Design alu_sequencer_flat, sky130hd; sources not shown.
Fig. 1: run 1, signal wires on met1
Drawn at 4 px/µm. Supply wires on this layer in grey.
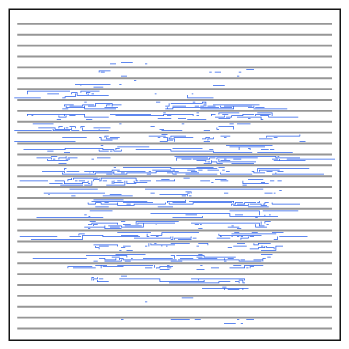
share of all routed wire: 51%
longest straight run: 29.4 µm
main direction: horizontal
wire length on this layer: 1810 µm
GR Util met1: 16.7%
via count: 1387
Routed WL: 3570 µm

Fig. 2: run 1, the metal 2 layer
Drawn at 3 px/µm. Cells faint in the background.
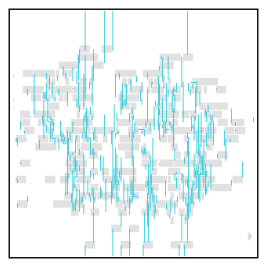
wire length on this layer: 1450 µm
share of all routed wire: 41%
longest straight run: 27.2 µm
main direction: vertical
met2 GRT Util: 16.9%

Fig. 3: run 1, the metal 3 layer
Drawn at 4 px/µm.
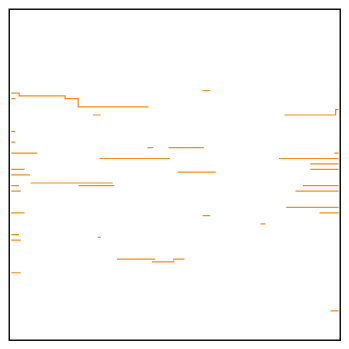
share of all routed wire: 6.6%
wire length on this layer: 235 µm
nets with wire on the layer: 29
routing usage on met3: 3.19%

==> summary.txt, run 1 <==
DR pass1 iterations: 6
Clock transition at path regs: 0.07 ns
Final ANT Viol Nets: 0
I/O pin count: 34
Pleak: 0.000745 µW
Area post-placement: 1990 µm²
Main logic family: simple AND/OR/NAND/NOR gates
Worst setup SP type: flop
Largest net degree at the start of global routing: 31
Final worst slack: 0.0634 ns
DR top layer: met4
Worst hold path class: flop to flop
Max Clock Freq: 447 MHz
Slew Viols, Final: 0
Post-route cell area: 2070 µm²
Final core area utilization: 34.5%
Layout cells sized above 1: 7.91%
Post CTS Setup Buffer Count: 0
CTS H-Tree Depth: 2
Yosys top cell by area: dfxtp_1
CTS tree: built
Fin crit period: 2.24 ns
Tool Warnings: 28
CP Cell Sequence: clkdlybuf4s50_1
Gate Count Post-Synth: 181
Status: finished clean
Crit Path Category: flop to output pin
Setup TNS: 0 ns
Fp_density: 26.3%
## run 1: cell families (layout without fill, tap and decap cells)
| kind of cell | count (synthesis) | count (layout) |
|---|---|---|
| AND-OR/OR-AND | 38 | 38 |
| flip-flops | 34 | 34 |
| other | 1 | 1 |
| AND/OR/NAND/NOR | 77 | 77 |
| adder cells (fa/ha/maj) | 5 | 5 |
| buffers and inverters | 18 | 52 |
| XOR/XNOR | 8 | 8 |
## run 1: where the power goes
part           internal (µW)  switching, µW
logic                    115            122
clock network            208            206
registers                628           27.9
## run 1: area by class of cell
class / instances / area [µm²]
Fill cell: 620 / 3920
Multi-Input combinational cell: 129 / 806
Sequential cell: 34 / 681
Timing Repair Buffer: 42 / 400
Clock buffer: 7 / 76.3
Inverter: 3 / 11.3
Tap cell: 75 / 93.8
Fig. 4: run 1, placed standard cells
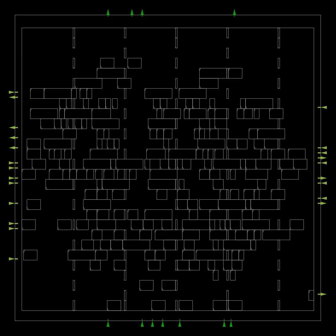

==> run 1 -> run 2 <==
--- a/config.mk
+++ b/config.mk
@@ -11,6 +11,7 @@
 export DETAILED_ROUTE_END_ITERATION = 8
 export GPL_ROUTABILITY_DRIVEN = 0
 export MAX_ROUTING_LAYER = met4
+export SETUP_SLACK_MARGIN = 0.1
 export SYNTH_ARGS = -nofsm -noshare
 export SYNTH_HDL_FRONTEND = slang
 export SYNTH_SLANG_ARGS = --single-unit
Fig. 5: run 2, placed standard cells
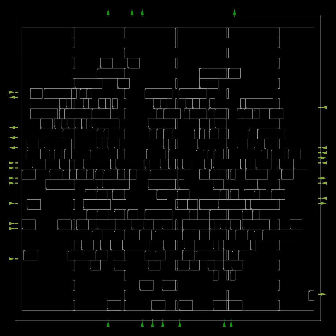
Rows: 28
fraction of area in registers: 33.2%
final core area utilization: 34.2%
Tap Count: 75

Fig. 6: run 2, the metal 3 layer
Drawn at 4 px/µm.
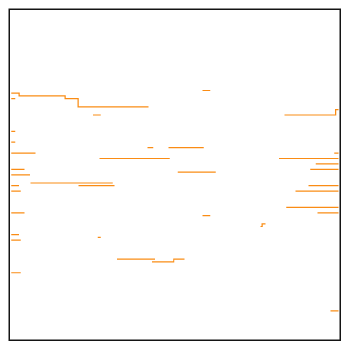
nets with wire on the layer: 29
longest straight run: 20.2 µm
wire length on this layer: 233 µm
Routed WL: 3570 µm

==> run 2 against run 1 <==
  * Clock power is essentially flat
  * Sequential power is essentially flat
  * Count of clock-buffer cells in the layout is the same
  * Setup slack gained 0.24 ns
  * Via count is the same
  * Maximum frequency grew 12%
  * Utilization shrank 0.31 points
  * Design area shrank 0.91%
  * Critical path depth is the same
  * Flip-flop count is the same
  * Largest power group unchanged
==> summary.txt, run 2 <==
Status: finished clean
Max Clock Freq: 501 MHz
Comb gate area: 806 µm²
Clock transition at path regs: 0.07 ns
Seq pwr: 656 µW
CTS tree: built
Combinational Power: 233 µW
Crit Path Category: flop to output pin
Sw Pwr: 355 µW
Largest net degree at the start of global routing: 31
Vias/cell: 4.78
Final setup viols: 0
Pleak: 0.000770 µW
DRC Markers: 0
Yosys top cell by area: dfxtp_1
Worst setup SP type: flop
Fp_density: 26.3%
Clock power share: 31.8%
P_clk: 414 µW
Fin crit period: 2.00 ns
Net Sw Frac: 27.3%
DR pass1 iterations: 6
Register area: 681 µm²
Comb pwr share: 17.9%
Final worst slack: 0.305 ns
Slew Viols, Final: 0
Layout cells sized above 1: 7.91%
Setup TNS: 0 ns
Area post-placement: 1990 µm²
Tool Warnings: 28
Top power group: registers
Gate Count Post-Synth: 181
Gr ovfl total: 0
Flop pwr share: 50.3%
Filler Cells Inserted: 628
Worst Hold Path Cells: 2
CP Cell Sequence: dlygate4sd2_1
Worst hold path class: flop to flop
I/O pin count: 34
[run 2: cell count changes in the layout (fill, tap and decap cells not counted), sizes merged]
cell	delta
clkdlybuf4s50	-9
dlygate4sd2	+11
dlymetal6s2s	-2
[run 2: layout make-up]
type	instances	area share, %
Sequential cell	34	33.2
Clock buffer	7	3.72
Inverter	3	0.549
Timing Repair Buffer	42	18.6
Multi-Input combinational cell	129	39.3
Tap cell	75	4.58
[run 2: timing repair]
action | 4_1_cts | 5_1_grt
setup endpoints to repair | 11 | 0
gates resized | 11 | 0
setup buffers | 0 | 0
[run 2: per-layer routing]
layer | vias to the layer above | share of wire [%] | global-route usage (%)
met5 | - | 0 | -
met4 | 0 | 2.0 | 6.10
met3 | 8 | 6.5 | 3.19
met2 | 41 | 41 | 16.9
met1 | 637 | 51 | 16.7
li1 | 701 | - | -
Power and IR drop assume default switching activity.
